--- config.mk ---
export PLATFORM = sky130hd
export DESIGN_NAME = serial_full_subtractor_flat
export DESIGN_NICKNAME = d
export VERILOG_FILES = /design/src/rtl/serial_full_subtractor_if.sv /design/src/rtl/serial_full_subtractor.sv /design/src/flat_wrapper.sv
export SDC_FILE = /design/constraint.sdc
export NUM_CORES = 1
export LEC_CHECK = 0
export ABC_AREA = 1
export ABC_CLOCK_PERIOD_IN_PS = 2900
export CAP_MARGIN = 20
export CORE_MARGIN = 1
export CORE_UTILIZATION = 39
export CTS_BUF_LIST = sky130_fd_sc_hd__clkbuf_16
export DETAILED_ROUTE_END_ITERATION = 7
export SLEW_MARGIN = 20
export SYNTH_ARGS = -nofsm -noshare
export SYNTH_HDL_FRONTEND = slang
export SYNTH_SLANG_ARGS = --single-unit
--- constraint.sdc ---
create_clock -name clk -period 2.9 [get_ports clk]
set_input_delay 0.58 -clock clk [delete_from_list [all_inputs] [get_ports clk]]
set_output_delay 0.58 -clock clk [all_outputs]
set_load 0.01 [all_outputs]
--- src/rtl/serial_full_subtractor_if.sv ---
// Operand/result bundle for the bit-serial subtractor: a start/done handshake
// carrying a, b, bin in and diff, bout, ovf out.
interface serial_full_subtractor_if #(parameter int WIDTH = 8);
  logic             start;
  logic [WIDTH-1:0] a;
  logic [WIDTH-1:0] b;
  logic             bin;
  logic             busy;
  logic             done;
  logic [WIDTH-1:0] diff;
  logic             bout;
  logic             ovf;

  modport master (
    output start, a, b, bin,
    input  busy, done, diff, bout, ovf
  );

  modport slave (
    input  start, a, b, bin,
    output busy, done, diff, bout, ovf
  );
endinterface

--- src/rtl/serial_full_subtractor.sv ---
// Bit-serial a - b - bin, LSB first, one full-subtractor cell and a registered
// borrow; WIDTH cycles per operation under a start/done handshake.
module serial_full_subtractor #(
  parameter int WIDTH = 8
) (
  input  logic                    clk,
  input  logic                    rst_n,
  serial_full_subtractor_if.slave bus
);

  localparam int CW = (WIDTH > 1) ? $clog2(WIDTH) : 1;
  localparam logic [CW-1:0] LAST = CW'(WIDTH - 1);

  typedef enum logic [1:0] {IDLE, RUN, DONE} state_t;

  state_t           state, state_next;
  logic             load, last;

  logic [WIDTH-1:0] a_sr, b_sr, res_sr, res_next;
  logic [CW-1:0]    cnt;
  logic             brw, brw_next, brw_msb, d;
  logic [WIDTH-1:0] diff_r;
  logic             bout_r;

  always_ff @(posedge clk) begin
    if (!rst_n) state <= IDLE;
    else        state <= state_next;
  end

  always_comb begin
    state_next = state;
    load       = 1'b0;
    last       = 1'b0;
    case (state)
      IDLE: if (bus.start) begin
        state_next = RUN;
        load       = 1'b1;
      end
      RUN: if (cnt == LAST) begin
        state_next = DONE;
        last       = 1'b1;
      end
      DONE: begin
        if (bus.start) begin
          state_next = RUN;
          load       = 1'b1;
        end else begin
          state_next = IDLE;
        end
      end
      default: state_next = IDLE;
    endcase
  end

  // Full-subtractor cell on the current LSBs
  always_comb begin
    d        = a_sr[0] ^ b_sr[0] ^ brw;
    brw_next = (~a_sr[0] & b_sr[0]) | (~(a_sr[0] ^ b_sr[0]) & brw);
  end

  generate
    if (WIDTH == 1) begin : g_res1
      assign res_next = d;
    end else begin : g_resn
      assign res_next = {d, res_sr[WIDTH-1:1]};
    end
  endgenerate

  always_ff @(posedge clk) begin
    if (!rst_n) begin
      a_sr    <= '0;
      b_sr    <= '0;
      res_sr  <= '0;
      cnt     <= '0;
      brw     <= 1'b0;
      brw_msb <= 1'b0;
      diff_r  <= '0;
      bout_r  <= 1'b0;
    end else if (load) begin
      a_sr   <= bus.a;
      b_sr   <= bus.b;
      brw    <= bus.bin;
      cnt    <= '0;
      res_sr <= '0;
    end else if (state == RUN) begin
      a_sr   <= a_sr >> 1;
      b_sr   <= b_sr >> 1;
      brw    <= brw_next;
      res_sr <= res_next;
      cnt    <= cnt + CW'(1);
      if (last) begin
        brw_msb <= brw;
        diff_r  <= res_next;
        bout_r  <= brw_next;
      end
    end
  end

  // ovf is decoded from the two registered borrows, so it changes only
  // when they do: on completion or reset.
  assign bus.busy = (state == RUN);
  assign bus.done = (state == DONE);
  assign bus.diff = diff_r;
  assign bus.bout = bout_r;
  assign bus.ovf  = brw_msb ^ bout_r;

endmodule

--- src/flat_wrapper.sv ---
// flat-port wrapper written by rule: the top's interface ports become plain ports
module serial_full_subtractor_flat 
#(
  parameter int WIDTH = 8
)
  (clk, rst_n, bus_start, bus_a, bus_b, bus_bin, bus_busy, bus_done, bus_diff, bus_bout, bus_ovf);
  serial_full_subtractor_if #(.WIDTH(WIDTH)) bus_i ();
  input  logic clk;
  input  logic rst_n;
  input wire logic [$bits(bus_i.start)-1:0] bus_start;
  input wire logic [$bits(bus_i.a)-1:0] bus_a;
  input wire logic [$bits(bus_i.b)-1:0] bus_b;
  input wire logic [$bits(bus_i.bin)-1:0] bus_bin;
  output wire logic [$bits(bus_i.busy)-1:0] bus_busy;
  output wire logic [$bits(bus_i.done)-1:0] bus_done;
  output wire logic [$bits(bus_i.diff)-1:0] bus_diff;
  output wire logic [$bits(bus_i.bout)-1:0] bus_bout;
  output wire logic [$bits(bus_i.ovf)-1:0] bus_ovf;
  assign bus_i.start = bus_start;
  assign bus_i.a = bus_a;
  assign bus_i.b = bus_b;
  assign bus_i.bin = bus_bin;
  assign bus_busy = bus_i.busy;
  assign bus_done = bus_i.done;
  assign bus_diff = bus_i.diff;
  assign bus_bout = bus_i.bout;
  assign bus_ovf = bus_i.ovf;
  serial_full_subtractor #(.WIDTH(WIDTH)) u_core (.clk(clk), .rst_n(rst_n), .bus(bus_i));
endmodule
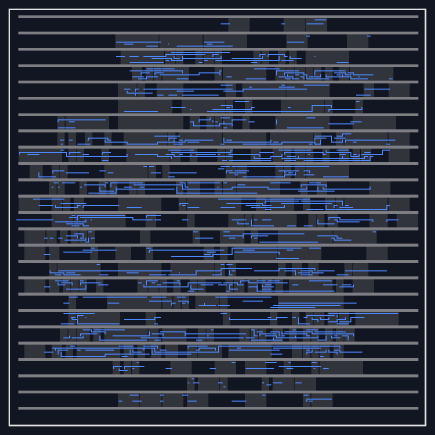
*The metal 1 layer*
(6 px per µm) Supply wires on this layer in gray.
share of all routed wire = 48%
main direction = horizontal

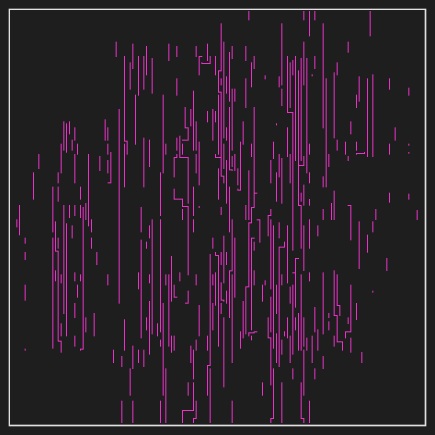
*Metal 2*
(6 px per µm)
wire length on this layer = 1680 µm
main direction = vertical
nets with wire on the layer = 219
share of all routed wire = 48%
longest straight run = 32.3 µm

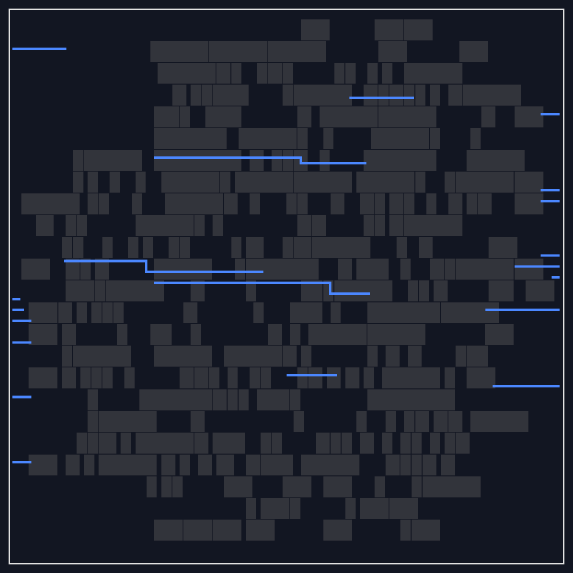
*Metal 3*
(8 px per µm)
share of all routed wire = 4.0%
nets with wire on the layer = 18
longest straight run = 21.8 µm
wire length on this layer = 143 µm
main direction = horizontal

==> ci_impl_report.md <==
### Yosys + OpenROAD results

| Metric | Value |
|---|---|
| Simple share | 28.5% |
| Detailed Place HPWL | 2350 µm |
| Vias in the first global route | 1408 |
| Clk buf depth | 2 |
| Final-report max-slew violation count | 0 |
| Xor+xnor area frac | 0.997% |
| Main logic family | simple AND/OR/NAND/NOR gates |
| Hold WS | 0.464 ns |
| WP data arrival | 1.67 ns |
| Worst EP required | 2.32 ns |
| Biggest area cells | dfxtp_1 44%, nand2_1 12%, nor2_1 7.1% |
| Post-CTS Resized | 0 |
| Die y size | 69.1 µm |
| Post-synth cell types | 21 |
| DRT iter0 DRCs | 122 |
| Clk sink count | 39 |
| Mapped Cells | 240 |
| MUX area fraction | 0% |
| Core area | 4350 µm² |
| Pre-antenna DRT Iters | 4 |
| Initial antenna violation count | 0 |
| Ports | 32 |
| Status | finished clean |
| Reg clk slew, reported paths | 0.06 ns |
| Initial Util | 40.3% |
| Final ANT Viol Nets | 0 |
| Critical Path Source Type | flop |
| Filler instances | 450 |
| Synth Seq Share | 44.4% |
| Synth top area share | 44.4% |
| Global-route wire length before repair | 6220 µm |
| Layout Nets | 295 |
| Num CTS Buffers | 5 |
| Syn-to-layout area delta | 28.1% |
| Post-CTS setup buffer count | 0 |
| Detailed-route via count | 1514 |
| Layout cell share with drive strength beyond 1 | 8.79% |
[cell usage in the layout (no fill, tap or decap)]
master,n
nor2_2,3
a21oi_1,17
inv_1,31
nand2_1,55
dfxtp_1,39
nor2_4,2
clkbuf_16,5
o21ai_0,17
clkdlybuf4s50_1,31
bufinv_16,2
clkinvlp_4,1
ha_1,2
fa_1,1
nor2_1,33
inv_2,4
nand2_4,3
inv_4,2
nand3_1,19
buf_4,2
xor2_1,2
o21ai_1,2
[routing by layer]
metal	wire, µm	GRT usage, %	part of all wire (%)
met5	0	0	0
met1	1680	20.8	48
met3	142	5.56	4.0
met4	26	6.12	0.74
met2	1680	25.0	48
[layout make-up]
cell class	count	area, µm²	area share [%]
Sequential cell	39	781	34.7
Clock buffer	5	125	5.56
Clock inverter	3	67.6	3.00
Tap cell	52	65.1	2.89
Multi-Input combinational cell	156	743	33.0
Inverter	37	144	6.39
Timing Repair Buffer	33	325	14.5
[synthesized netlist by cell type (all sizes together)]
master / count
a21oi: 17
buf: 7
clkbuf: 1
dfxtp: 39
fa: 1
ha: 2
inv: 37
nand2: 58
nand3: 19
nor2: 38
o21ai: 19
xor2: 2
[sequential cells by signal, summed over array words and instances, names as in the netlist]
name and cells:
u_core.res_sr 7, u_core.bus.diff 8, u_core.cnt 3, u_core.bus.bout 1
u_core.b_sr 8, u_core.brw_msb 1, u_core.a_sr 8, u_core.state 2
u_core.brw 1
[worst max-delay path, cell delays in order, from the launching register on]
cell,delay [ns]
dfxtp_1,0.63
nand2_4,0.10
inv_4,0.12
clkdlybuf4s50_1,0.54
[cells by family (layout without fill, tap and decap cells)]
kind of cell / Yosys count / count (layout)
AND/OR/NAND/NOR: 115 / 115
AND-OR/OR-AND: 36 / 36
XOR/XNOR: 2 / 2
flip-flops: 39 / 39
buffers and inverters: 45 / 78
adder cells (fa/ha/maj): 3 / 3
[through the flow]
stage	instance area, µm²	util (%)	worst slack, ns	total power, mW	std cells
after floorplan	1760	-	1.58	0.708	240
after global placement	2060	47.3	0.975	0.748	317
after detailed placement	2060	47.3	0.958	0.749	317
after CTS	2250	51.7	0.648	1.45	325
after global routing	2250	51.7	0.598	1.50	325
final	2250	51.7	0.653	1.44	325
[power breakdown]
| group | internal (mW) | switching, mW |
|---|---|---|
| logic | 0.0661 | 0.0887 |
| registers | 0.563 | 0.0190 |
| clock network | 0.492 | 0.209 |
[worst paths after layout]
kind	start	slack (ns)	cells after the start	to
hold / removal	u_core.b_sr[7]	0.46	2	u_core.b_sr[7]
setup / recovery	u_core.state[0]	0.65	3	bus_busy
hold reg to reg	u_core.b_sr[7]	0.46	2	u_core.b_sr[7]
setup reg to reg	u_core.state[0]	1.26	6	u_core.bus.diff[3]
Power figures rest on the tool's default switching activity, not on a simulated workload.
